Figure 1. Clock distribution (run 1).
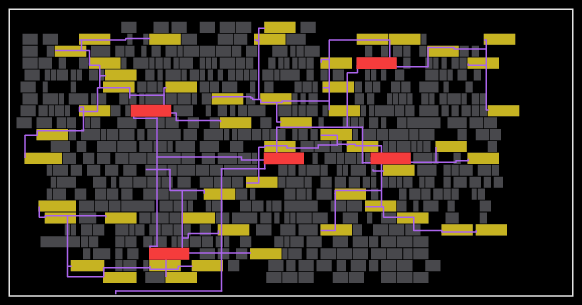
Figure 2. Logic cells by family (run 1).
Scale bar: 50 um.
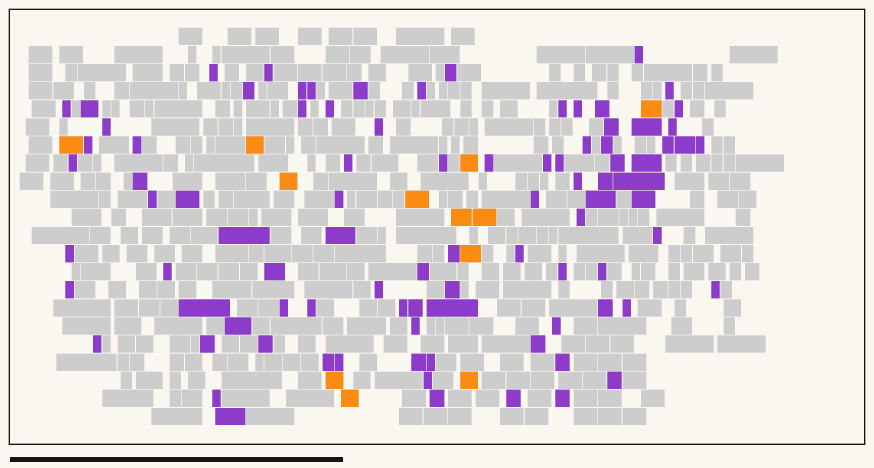
Figure 3. Metal layers overlaid (run 1).
Scale bar: 50 um.
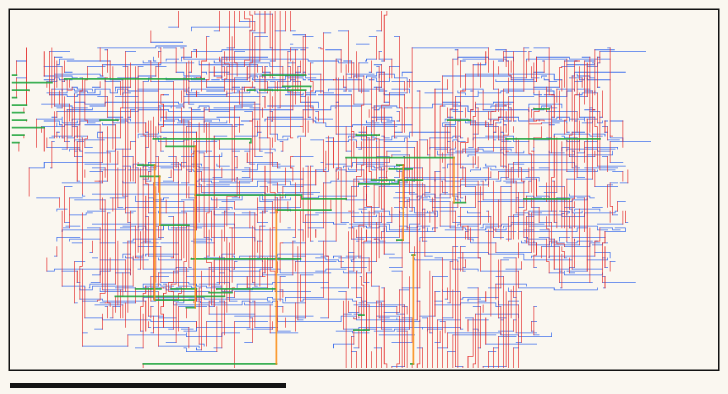
File: src/rtl/xmit_prio_scheduler_if.sv
// xmit_prio_scheduler_if: queue, serializer and status signals of the transmit scheduler
interface xmit_prio_scheduler_if;
    logic        hi_frame_avail, lo_frame_avail;
    logic [23:0] hi_ctrl, lo_ctrl;
    logic [7:0]  hi_data, lo_data;
    logic        hi_ctrl_rd, lo_ctrl_rd, hi_data_rd, lo_data_rd;
    logic        tx_ready, tx_done;
    logic [7:0]  tx_data;
    logic        tx_valid, tx_sof, tx_eof, tx_hi, discard_en, busy;
    modport master (
        output hi_frame_avail, lo_frame_avail, hi_ctrl, lo_ctrl, hi_data, lo_data, tx_ready, tx_done,
        input  hi_ctrl_rd, lo_ctrl_rd, hi_data_rd, lo_data_rd, tx_data, tx_valid, tx_sof, tx_eof,
               tx_hi, discard_en, busy
    );
    modport slave (
        input  hi_frame_avail, lo_frame_avail, hi_ctrl, lo_ctrl, hi_data, lo_data, tx_ready, tx_done,
        output hi_ctrl_rd, lo_ctrl_rd, hi_data_rd, lo_data_rd, tx_data, tx_valid, tx_sof, tx_eof,
               tx_hi, discard_en, busy
    );
endinterface

File: src/rtl/xmit_prio_scheduler.sv
// xmit_prio_scheduler: strict-priority frame scheduler with lo anti-starvation, length check and inter-frame gap
module xmit_prio_scheduler #(
    parameter int MIN_LEN    = 64,
    parameter int MAX_LEN    = 1518,
    parameter int HI_BURST   = 4,
    parameter int IFG_CYCLES = 12
) (
    input logic clk_sys,
    input logic reset,
    xmit_prio_scheduler_if.slave bus
);
    localparam int SW = $clog2(HI_BURST + 1);
    typedef enum logic [2:0] {IDLE, SEND, WAIT_DONE, GAP, DISCARD} state_t;
    state_t state, state_n;
    logic [11:0] len, len_n, cnt, cnt_n, grant_len;
    logic [SW-1:0] hi_streak, hi_streak_n;
    logic [15:0] gap_cnt, gap_cnt_n;
    logic sel_hi, sel_hi_n;
    logic lo_grant, hi_grant, rd, send_rd, last_rd, gap_last;
    logic tx_valid_q, tx_sof_q, tx_eof_q;
    logic unused_tags;
    assign unused_tags = ^{bus.hi_ctrl[23:12], bus.lo_ctrl[23:12]};
    always_comb begin
        lo_grant = state == IDLE && !reset && bus.lo_frame_avail &&
                   (!bus.hi_frame_avail || int'(hi_streak) == HI_BURST);
        hi_grant = state == IDLE && !reset && bus.hi_frame_avail && !lo_grant;
        grant_len = lo_grant ? bus.lo_ctrl[11:0] : bus.hi_ctrl[11:0];
        rd = !reset && ((state == SEND && bus.tx_ready) || (state == DISCARD && cnt != len));
        send_rd = state == SEND && rd;
        last_rd = cnt + 12'd1 >= len;
        gap_last = int'(gap_cnt) + 1 >= IFG_CYCLES;
        state_n = state;
        len_n = len;
        cnt_n = cnt;
        hi_streak_n = hi_streak;
        gap_cnt_n = gap_cnt;
        sel_hi_n = sel_hi;
        if (lo_grant || hi_grant) begin
            len_n = grant_len;
            cnt_n = '0;
            sel_hi_n = hi_grant;
            hi_streak_n = !(hi_grant && bus.lo_frame_avail) ? '0 :
                          int'(hi_streak) == HI_BURST ? hi_streak : hi_streak + SW'(1);
            state_n = (grant_len >= 12'(MIN_LEN) && grant_len <= 12'(MAX_LEN)) ? SEND : DISCARD;
        end else if (send_rd) begin
            cnt_n = cnt + 12'd1;
            state_n = last_rd ? WAIT_DONE : SEND;
        end else if (state == DISCARD) begin
            cnt_n = rd ? cnt + 12'd1 : cnt;
            state_n = last_rd ? IDLE : DISCARD;
        end else if (state == WAIT_DONE && bus.tx_done) begin
            state_n = GAP;
            gap_cnt_n = '0;
        end else if (state == GAP) begin
            gap_cnt_n = gap_cnt + 16'd1;
            state_n = gap_last ? IDLE : GAP;
        end
    end
    always_ff @(posedge clk_sys) begin
        if (reset) begin
            state <= IDLE;
            len <= '0;
            cnt <= '0;
            hi_streak <= '0;
            gap_cnt <= '0;
            sel_hi <= 1'b0;
            tx_valid_q <= 1'b0;
            tx_sof_q <= 1'b0;
            tx_eof_q <= 1'b0;
        end else begin
            state <= state_n;
            len <= len_n;
            cnt <= cnt_n;
            hi_streak <= hi_streak_n;
            gap_cnt <= gap_cnt_n;
            sel_hi <= sel_hi_n;
            tx_valid_q <= send_rd;
            tx_sof_q <= send_rd && cnt == '0;
            tx_eof_q <= send_rd && last_rd;
        end
    end
    // data FIFOs present the byte one cycle after the read, exactly when tx_valid rises
    assign bus.tx_data = tx_valid_q ? (sel_hi ? bus.hi_data : bus.lo_data) : '0;
    assign bus.tx_valid = tx_valid_q;
    assign bus.tx_sof = tx_sof_q;
    assign bus.tx_eof = tx_eof_q;
    assign bus.tx_hi = sel_hi;
    assign bus.hi_ctrl_rd = hi_grant;
    assign bus.lo_ctrl_rd = lo_grant;
    assign bus.hi_data_rd = rd && sel_hi;
    assign bus.lo_data_rd = rd && !sel_hi;
    assign bus.discard_en = state == DISCARD;
    assign bus.busy = state != IDLE;
endmodule

File: src/flat_wrapper.sv
// flat-port wrapper written by rule: the top's interface ports become plain ports
module xmit_prio_scheduler_flat 
#(
    parameter int MIN_LEN    = 64,
    parameter int MAX_LEN    = 1518,
    parameter int HI_BURST   = 4,
    parameter int IFG_CYCLES = 12
)
  (clk_sys, reset, bus_hi_frame_avail, bus_lo_frame_avail, bus_hi_ctrl, bus_lo_ctrl, bus_hi_data, bus_lo_data, bus_tx_ready, bus_tx_done, bus_hi_ctrl_rd, bus_lo_ctrl_rd, bus_hi_data_rd, bus_lo_data_rd, bus_tx_data, bus_tx_valid, bus_tx_sof, bus_tx_eof, bus_tx_hi, bus_discard_en, bus_busy);
  xmit_prio_scheduler_if bus_i ();
  input logic clk_sys;
  input logic reset;
  input wire logic [$bits(bus_i.hi_frame_avail)-1:0] bus_hi_frame_avail;
  input wire logic [$bits(bus_i.lo_frame_avail)-1:0] bus_lo_frame_avail;
  input wire logic [$bits(bus_i.hi_ctrl)-1:0] bus_hi_ctrl;
  input wire logic [$bits(bus_i.lo_ctrl)-1:0] bus_lo_ctrl;
  input wire logic [$bits(bus_i.hi_data)-1:0] bus_hi_data;
  input wire logic [$bits(bus_i.lo_data)-1:0] bus_lo_data;
  input wire logic [$bits(bus_i.tx_ready)-1:0] bus_tx_ready;
  input wire logic [$bits(bus_i.tx_done)-1:0] bus_tx_done;
  output wire logic [$bits(bus_i.hi_ctrl_rd)-1:0] bus_hi_ctrl_rd;
  output wire logic [$bits(bus_i.lo_ctrl_rd)-1:0] bus_lo_ctrl_rd;
  output wire logic [$bits(bus_i.hi_data_rd)-1:0] bus_hi_data_rd;
  output wire logic [$bits(bus_i.lo_data_rd)-1:0] bus_lo_data_rd;
  output wire logic [$bits(bus_i.tx_data)-1:0] bus_tx_data;
  output wire logic [$bits(bus_i.tx_valid)-1:0] bus_tx_valid;
  output wire logic [$bits(bus_i.tx_sof)-1:0] bus_tx_sof;
  output wire logic [$bits(bus_i.tx_eof)-1:0] bus_tx_eof;
  output wire logic [$bits(bus_i.tx_hi)-1:0] bus_tx_hi;
  output wire logic [$bits(bus_i.discard_en)-1:0] bus_discard_en;
  output wire logic [$bits(bus_i.busy)-1:0] bus_busy;
  assign bus_i.hi_frame_avail = bus_hi_frame_avail;
  assign bus_i.lo_frame_avail = bus_lo_frame_avail;
  assign bus_i.hi_ctrl = bus_hi_ctrl;
  assign bus_i.lo_ctrl = bus_lo_ctrl;
  assign bus_i.hi_data = bus_hi_data;
  assign bus_i.lo_data = bus_lo_data;
  assign bus_i.tx_ready = bus_tx_ready;
  assign bus_i.tx_done = bus_tx_done;
  assign bus_hi_ctrl_rd = bus_i.hi_ctrl_rd;
  assign bus_lo_ctrl_rd = bus_i.lo_ctrl_rd;
  assign bus_hi_data_rd = bus_i.hi_data_rd;
  assign bus_lo_data_rd = bus_i.lo_data_rd;
  assign bus_tx_data = bus_i.tx_data;
  assign bus_tx_valid = bus_i.tx_valid;
  assign bus_tx_sof = bus_i.tx_sof;
  assign bus_tx_eof = bus_i.tx_eof;
  assign bus_tx_hi = bus_i.tx_hi;
  assign bus_discard_en = bus_i.discard_en;
  assign bus_busy = bus_i.busy;
  xmit_prio_scheduler #(.MIN_LEN(MIN_LEN), .MAX_LEN(MAX_LEN), .HI_BURST(HI_BURST), .IFG_CYCLES(IFG_CYCLES)) u_core (.clk_sys(clk_sys), .reset(reset), .bus(bus_i));
endmodule
File: config.mk
export PLATFORM = sky130hd
export DESIGN_NAME = xmit_prio_scheduler_flat
export DESIGN_NICKNAME = d
export VERILOG_FILES = /design/src/rtl/xmit_prio_scheduler_if.sv /design/src/rtl/xmit_prio_scheduler.sv /design/src/flat_wrapper.sv
export SDC_FILE = /design/constraint.sdc
export NUM_CORES = 1
export LEC_CHECK = 0
export CORE_ASPECT_RATIO = 0.5
export CORE_UTILIZATION = 45
export CTS_BUF_LIST = sky130_fd_sc_hd__clkbuf_8 sky130_fd_sc_hd__clkbuf_16
export DETAILED_ROUTE_END_ITERATION = 8
export PLACE_DENSITY = 0.83
export SYNTH_ARGS = -nofsm -noshare
export SYNTH_HDL_FRONTEND = slang
export SYNTH_SLANG_ARGS = --single-unit
File: constraint.sdc
create_clock -name clk_sys -period 2.7 [get_ports clk_sys]
set_clock_uncertainty 0.1 [all_clocks]
set_input_delay 0.405 -clock clk_sys [delete_from_list [all_inputs] [get_ports clk_sys]]
set_output_delay 0.405 -clock clk_sys [all_outputs]
set_load 0.02 [all_outputs]
==> flow_metrics.py, run 1 <==
# Metrics from the implementation run
metrics = {
    "run_status": {
        "status": "finished, final reports clean",
    },
    "grt": {
        "grt_busiest_layer": "met2",
        "antenna_found_initial": 0,
        "gr-total-overflow": 0,
        "met1_usage_pct": 29.9,
        "grt_pass1_wl_um": 15800,
        "track_usage_pct": 23.7,
        "grt_max_degree": 27,
    },
    "clock_tree": {
        "h-tree-depth": 2,
        "cts_tree": "done",
        "root_buffer": "clkbuf_16",
        "hold_buffers": 0,
        "clkSinkCount": 50,
        "post_cts_buffers": 0,
        "clock_latency_ns": 0.30,
        "clock_path_buffers": 2,
    },
    "cells_and_area": {
        "num-clock-buffers": 6,
        "instances_no_fill": 643,
        "fillCellCount": 626,
        "diodes": 0,
        "sh_seq_area_pct": 21.4,
        "largest_class": "logic gates",
        "nMultiInputCombCells": 360,
        "comb_area_sq_mm": 0.00249,
        "fin_nets": 621,
        "clock_tree_area_fraction_pct": 3.11,
    },
    "pwr": {
        "pg_comb_w": 0.00115,
        "power_frac_comb_pct": 41.5,
        "p_seq_share_pct": 35.0,
        "p_switching_w": 0.00105,
        "internal-power_w": 0.00173,
        "ir_drop_v": 0.000340,
        "power.share.switching_pct": 37.7,
        "maxPowerGroup": "combinational cells",
        "p_per_area_mw_per_mm2": 586,
    },
    "routing": {
        "ant_nets": 0,
        "route.detailed.drc": 0,
        "routed-wl-met3_um": 333,
        "viasPerCell": 5.58,
        "routed-wl-met2_um": 4700,
        "routedWlPerCell_um": 14.6,
    },
    "sta": {
        "tightest_slew_ns": 0.642,
        "setup_violations": 0,
        "slew_violations": 0,
        "grt_setup_unrepaired": "yes",
        "hold_viol": 0,
    },
    "floorplanning": {
        "fp.dieW_um": 128,
        "core-area_sq_mm": 0.00751,
        "initCoreUtil_pct": 47.8,
        "tap_cells": 108,
        "ioPinCount": 88,
    },
    "logic_synthesis": {
        "ys_sh_aoi_pct": 19.3,
        "synth_area_leader_cell": "dfxtp_1",
        "ys_top_cells_by_count": "52 x nor2_1, 50 x dfxtp_1, 35 x a21oi_1",
        "synthDistinctLibCells": 64,
        "synth_nets": 548,
        "synth-xor-area-share_pct": 8.05,
        "top_cell": "nor2_1",
        "numSynthFlops": 50,
        "yosys_area_sq_mm": 0.00359,
        "synth_seq_share_pct": 27.9,
        "yosysWarnings": 0,
        "synthArstFlopShare_pct": 0,
        "area_leaders": "dfxtp_1 28%, xor2_1 6.1%, ha_1 5.9%",
        "ys_cells": 461,
        "edf_count": 0,
    },
    "setup_path": {
        "crit_required_ns": 2.79,
        "cp_slowest_cell": "dfxtp_4",
        "worst_setup_path_end_kind": "register",
        "cp_max_fo": 4,
        "cp.arrival_ns": 2.73,
        "path_common_cell": "and3_4",
        "cp.depth": 11,
        "r2r_setup_slack_ns": 0.07,
        "worst-r2r-cell-count": 11,
        "cp_cell_sequence": "ha_4, and3_4, and3_4, and4_4, xor2_1, ha_1, nand4_1, nor3_2, o31ai_2, and3_1, o311a_1",
    },
    "place": {
        "dp_cells": 635,
        "place.gp.congestion": 0.864,
        "dp_hpwl_um": 7000,
        "dp_slack_ns": -0.0661,
    },
    "flow_run": {
        "max_cap_violations": 0,
    },
}
Back to the opening pictures, Figure 1:
clock drivers -> red  # count 5
flip-flops -> yellow  # count 50
clock wires -> purple  # length 714 um
routed clock nets = 6

Back to the opening pictures, Figure 2:
NOR gates -> purple  # cells 91
AND-OR and OR-AND gates -> orange  # cells 12

Back to the opening pictures, Figure 3:
metal 1 -> blue  # wire length 4240 um
metal 3 -> green  # wire length 334 um
metal 4 -> orange  # wire length 132 um
metal 2 -> red  # wire length 4700 um

## run 1: metrics by stage
stage	instance area, sq um	utilization (%)	setup TNS (ns)	power (W)
after global placement	4460	59.3	-0.0151	0.00203
after detailed placement	4460	59.3	-0.111	0.00206
final	4740	63.1	0	0.00278
after floorplan	3590	-	0	0.00168
after CTS	4640	61.8	0	0.00275
after global routing	4740	63.1	-0.101	0.00295
## run 1: cells by family after synthesis
kind of cell | count (synthesis)
AND/OR/NAND/NOR | 191
AND-OR/OR-AND | 109
buffers and inverters | 51
flip-flops | 50
XOR/XNOR | 33
adder cells (fa/ha/maj) | 17
multiplexers | 10
## run 1: cells in the final DEF, fill, tap and decap left out, drive strengths merged, types with 16 or more instances in the layout
cell           instances
clkdlybuf4s50         60
dfxtp                 50
buf                   32
nand2                 32
nand3                 18
inv                   23
a21oi                 35
or3                   16
a31oi                 17
nor2                  53
xor2                  25
o21ai                 24
ha                    17
## run 1: registers in the layout, indices dropped and copies added, names as in the netlist
register	cells
u_core.bus.tx_hi	1
u_core.len	12
u_core.bus.tx_sof	1
u_core.bus.tx_valid	1
u_core.bus.tx_eof	1
u_core.state	3
u_core.gap_cnt	16
u_core.hi_streak	3
u_core.cnt	12
## run 1: worst paths after layout
check	to	from
hold / removal	u_core.cnt[3]$_SDFFE_PP0P_	u_core.cnt[3]$_SDFFE_PP0P_
setup / recovery	u_core.state[0]$_SDFFE_PP0P_	u_core.cnt[0]$_SDFFE_PP0P_
setup reg to reg	u_core.state[0]$_SDFFE_PP0P_	u_core.cnt[0]$_SDFFE_PP0P_
hold reg to reg	u_core.cnt[3]$_SDFFE_PP0P_	u_core.cnt[3]$_SDFFE_PP0P_
--- run 2 (diff from run 1) ---
CORE_UTILIZATION = 29   (was 45)
PLACE_DENSITY = 0.6   (was 0.83)
Figure 4. Clock distribution (run 2).
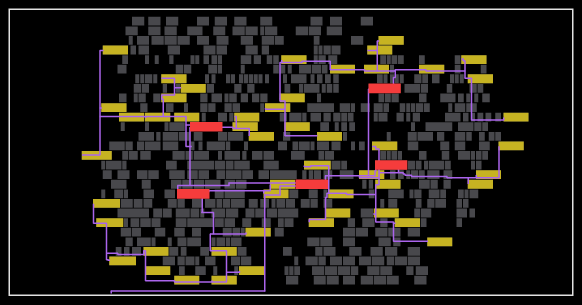
clock drivers -> red  # count 5
flip-flops -> yellow  # count 50
clock wires -> purple  # length 716 um
routed clock nets = 6

==> flow_metrics.py, run 2 <==
# Metrics from the implementation run
metrics = {
    "routing": {
        "routedWlPerCell_um": 13.2,
        "routed-wl-met3_um": 173,
        "ant_nets": 0,
        "routed-wl-met2_um": 4760,
        "route.detailed.drc": 0,
        "viasPerCell": 4.97,
    },
    "logic_synthesis": {
        "area_leaders": "dfxtp_1 28%, xor2_1 6.1%, ha_1 5.9%",
        "synth_area_leader_cell": "dfxtp_1",
        "top_cell": "nor2_1",
        "yosys_area_sq_mm": 0.00359,
        "ys_top_cells_by_count": "52 x nor2_1, 50 x dfxtp_1, 35 x a21oi_1",
        "yosysWarnings": 0,
        "numSynthFlops": 50,
    },
    "setup_path": {
        "r2r_setup_slack_ns": 0.09,
        "cp.arrival_ns": 2.12,
        "r2r_end": "u_core.state[0]$_SDFFE_PP0P_",
        "worst-r2r-cell-count": 11,
        "cp_slowest_cell": "nor4_2",
        "worst_setup_path_end_kind": "output port",
        "reg2reg_from": "u_core.cnt[0]$_SDFFE_PP0P_",
        "cp_max_fo": 4,
    },
    "clock_tree": {
        "clock_path_buffers": 2,
        "root_buffer": "clkbuf_16",
        "clock_latency_ns": 0.29,
        "h-tree-depth": 2,
        "cts_tree": "done",
    },
    "grt": {
        "antenna_found_initial": 0,
        "gr-total-overflow": 0,
        "track_usage_pct": 15.0,
        "grt_pass1_wl_um": 15700,
    },
    "sta": {
        "hold_viol": 0,
        "tns_ns": 0,
        "setup_violations": 0,
        "grt_setup_unrepaired": "yes",
        "tightest_slew_ns": 0.595,
        "slew_violations": 0,
    },
    "cells_and_area": {
        "comb_area_sq_mm": 0.00248,
        "largest-register": "u_core.gap_cnt",
        "lay_top_cells": "59 x clkdlybuf4s50_1, 51 x nor2_1, 45 x dfxtp_1, 42 x buf_4",
        "fin_nets": 631,
        "instances_no_fill": 709,
        "fillCellCount": 1193,
    },
    "pwr": {
        "p_total_w": 0.00271,
        "ir_drop_v": 0.000234,
    },
    "flow_run": {
        "max_cap_violations": 0,
    },
    "place": {
        "dp_slack_ns": -0.104,
        "dp_cells": 699,
        "dp_hpwl_um": 7250,
        "place.gp.congestion": 0.820,
        "post_dp_cell_area_sq_mm": 0.00458,
    },
    "floorplanning": {
        "fp.dieW_um": 159,
        "ioPinCount": 88,
    },
    "hold_path": {
        "hold_end": "u_core.hi_streak[1]$_SDFFE_PP0P_",
    },
    "run_status": {
        "status": "finished, final reports clean",
    },
}
Figure 5. Local utilization (run 2).
16 x 8 tiles, from dark blue (low) to red (high), 0 to 100% covered.
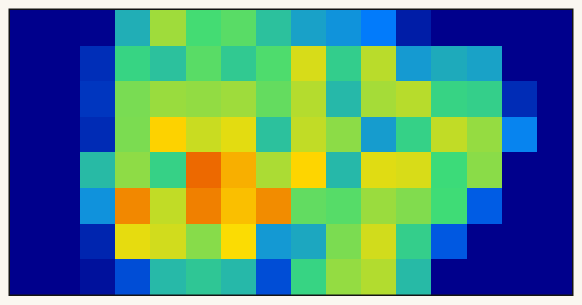
densest ninth of the die = middle
mean over tiles = 36%
tiles over 75% full = 6.2%
fullest tile = 88%

run 2: cell families after synthesis:
group	count (synthesis)	share of synthesized area, %
and+or+nand+nor	191	30.0
xor gates and xnor gates	33	8.05
adders and majority gates	17	5.92
AOI/OAI and AO/OA	109	19.3
buffers and inverters	51	6.17
DFF	50	27.9
muxes	10	2.79
run 2: power breakdown:
group,internal (W),switching (W),leakage [nW]
combinational,0.000522,0.000601,1.47
sequential,0.000841,0.000142,0.409
clock,0.000332,0.000270,0.0723
total,0.00170,0.00101,1.95
run 2: repair_timing:
action                                  CTS  global route
endpoints found under the setup margin    5             8
buffers inserted                          0             3
pin swaps                                 3            18
resized                                   9            26
run 2: worst max-delay path by stage:
stage / start / to / cells after the start
6_report: u_core.cnt[3]$_SDFFE_PP0P_ / bus_hi_data_rd / 8
5_1_grt: u_core.cnt[0]$_SDFFE_PP0P_ / u_core.state[0]$_SDFFE_PP0P_ / 11
4_1_cts: u_core.cnt[0]$_SDFFE_PP0P_ / u_core.state[0]$_SDFFE_PP0P_ / 11
3_5_place_dp: u_core.cnt[1]$_SDFFE_PP0P_ / u_core.state[1]$_SDFFE_PP0P_ / 11
3_3_place_gp: u_core.cnt[1]$_SDFFE_PP0P_ / u_core.state[0]$_SDFFE_PP0P_ / 11
2_1_floorplan: u_core.cnt[2]$_SDFFE_PP0P_ / u_core.state[1]$_SDFFE_PP0P_ / 12
run 2: area by class of cell:
type / instances / area share [%]
multi-input combinational: 360 / 51.1
sequential: 50 / 20.8
timing repair buffer: 105 / 19.5
tap: 165 / 4.25
clock buffer: 5 / 2.57
inverter: 22 / 1.70
clock inverter: 2 / 0.154
--- run 3 (diff from run 2) ---
HOLD_SLACK_MARGIN = 0.02   (was unset)
Figure 6. Metal layers overlaid (run 3).
Scale bar: 50 um.
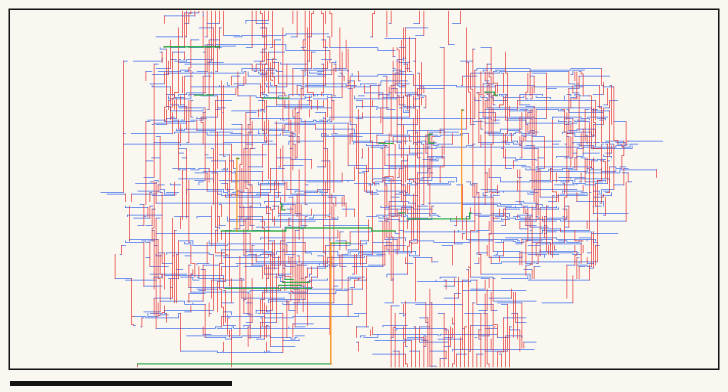
metal 1 -> blue  # wire length 4360 um
metal 2 -> red  # wire length 4760 um
metal 3 -> green  # wire length 173 um
metal 4 -> orange  # wire length 68.0 um

==> flow_metrics.py, run 3 <==
# Metrics from the implementation run
metrics = {
    "run_status": {
        "status": "finished, final reports clean",
    },
    "clock_tree": {
        "h-tree-depth": 2,
        "clock_latency_ns": 0.29,
        "hold_buffers": 0,
    },
    "pwr": {
        "ir_drop_v": 0.000234,
        "p_total_w": 0.00271,
    },
    "routing": {
        "ant_nets": 0,
        "viasPerCell": 4.97,
        "route.detailed.drc": 0,
    },
    "place": {
        "dp_slack_ns": -0.104,
        "place.gp.congestion": 0.820,
        "dp_hpwl_um": 7250,
    },
    "floorplanning": {
        "fp.dieW_um": 159,
    },
    "logic_synthesis": {
        "ys_sh_mux_pct": 2.79,
        "ys_sh_adder_pct": 5.92,
        "synth_nets": 548,
        "ys_sh_aoi_pct": 19.3,
        "synth_seq_share_pct": 27.9,
        "ys_top_cells_by_count": "52 x nor2_1, 50 x dfxtp_1, 35 x a21oi_1",
        "top_cell": "nor2_1",
        "numSynthFlops": 50,
        "area_leaders": "dfxtp_1 28%, xor2_1 6.1%, ha_1 5.9%",
    },
    "grt": {
        "gr-total-overflow": 0,
        "antenna_found_initial": 0,
        "track_usage_pct": 15.0,
        "grt_pass1_wl_um": 15700,
        "grt_max_degree": 28,
    },
    "cells_and_area": {
        "instances_no_fill": 709,
        "top_regs": "u_core.gap_cnt: 16 flops, u_core.cnt: 12 flops, u_core.len: 12 flops",
        "diodes": 0,
        "largest-register": "u_core.gap_cnt",
        "layout_top_cell": "clkdlybuf4s50_1",
    },
    "sta": {
        "slew_violations": 0,
        "setup_violations": 0,
        "hold_viol": 0,
        "tns_ns": 0,
    },
}
Figure 7. Clock distribution (run 3).
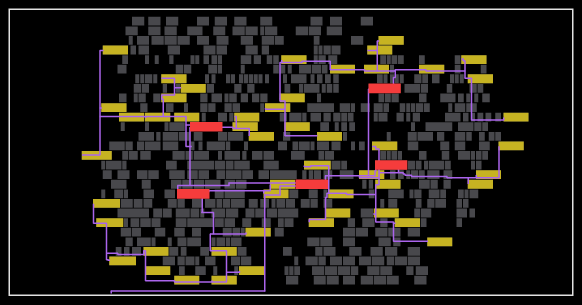
flip-flops -> yellow  # count 50
clock drivers -> red  # count 5
clock wires -> purple  # length 716 um
flops lie = all over the die
routed clock nets = 6

-- run 3: cell counts in the layout (fill, tap and decap cells not counted) --
Identical to the previous run, type by type.
-- run 3: worst max-delay path, stage by stage, from the launching register on --
cell and delay, ns:
dfxtp_2 0.34, buf_4 0.13, buf_4 0.13, xor2_1 0.16
nor4_2 0.42, a31oi_4 0.15, o21ai_4 0.16, nor2_1 0.05
clkdlybuf4s15_1 0.28
-- run 3: path summary, 6_finish.rpt --
path / startpoint / end
setup / recovery: u_core.cnt[3]$_SDFFE_PP0P_ / bus_hi_data_rd
hold / removal: u_core.hi_streak[1]$_SDFFE_PP0P_ / u_core.hi_streak[1]$_SDFFE_PP0P_
setup reg to reg: u_core.cnt[0]$_SDFFE_PP0P_ / u_core.state[0]$_SDFFE_PP0P_
hold reg to reg: u_core.hi_streak[1]$_SDFFE_PP0P_ / u_core.hi_streak[1]$_SDFFE_PP0P_
-- run 3: routing by layer --
layer  vias up  GRT usage, %  wire length, um
met5         -             0                0
met4         0          3.08               68
met3         6          2.58              173
met2        35          28.6             4760
met1      1668          17.9             4360
li1       1816             -                -
-- run 3: final cells by class --
| class | instances | area (sq um) |
|---|---|---|
| clock buffers | 5 | 125 |
| clock inverters | 2 | 7.51 |
| fillers | 1193 | 7090 |
| inverters | 22 | 82.6 |
| multi-input cells | 360 | 2480 |
| flip-flops and latches | 50 | 1010 |
| well taps | 165 | 206 |
| repair buffers | 105 | 946 |
-- run 3: repair_timing --
action / CTS / global route
pin swaps: 3 / 18
setup buffers: 0 / 3
cloned: 0 / 0
setup endpoints to repair: 5 / 8
gates resized: 9 / 26
-- run 3: power breakdown --
part           internal [W]  total [W]  switching (W)
combinational      0.000522    0.00112       0.000601
sequential         0.000841   0.000984       0.000142
clock              0.000332   0.000602       0.000270
total               0.00170    0.00271        0.00101
No activity file was given, so power comes from the tool's default toggle rates.
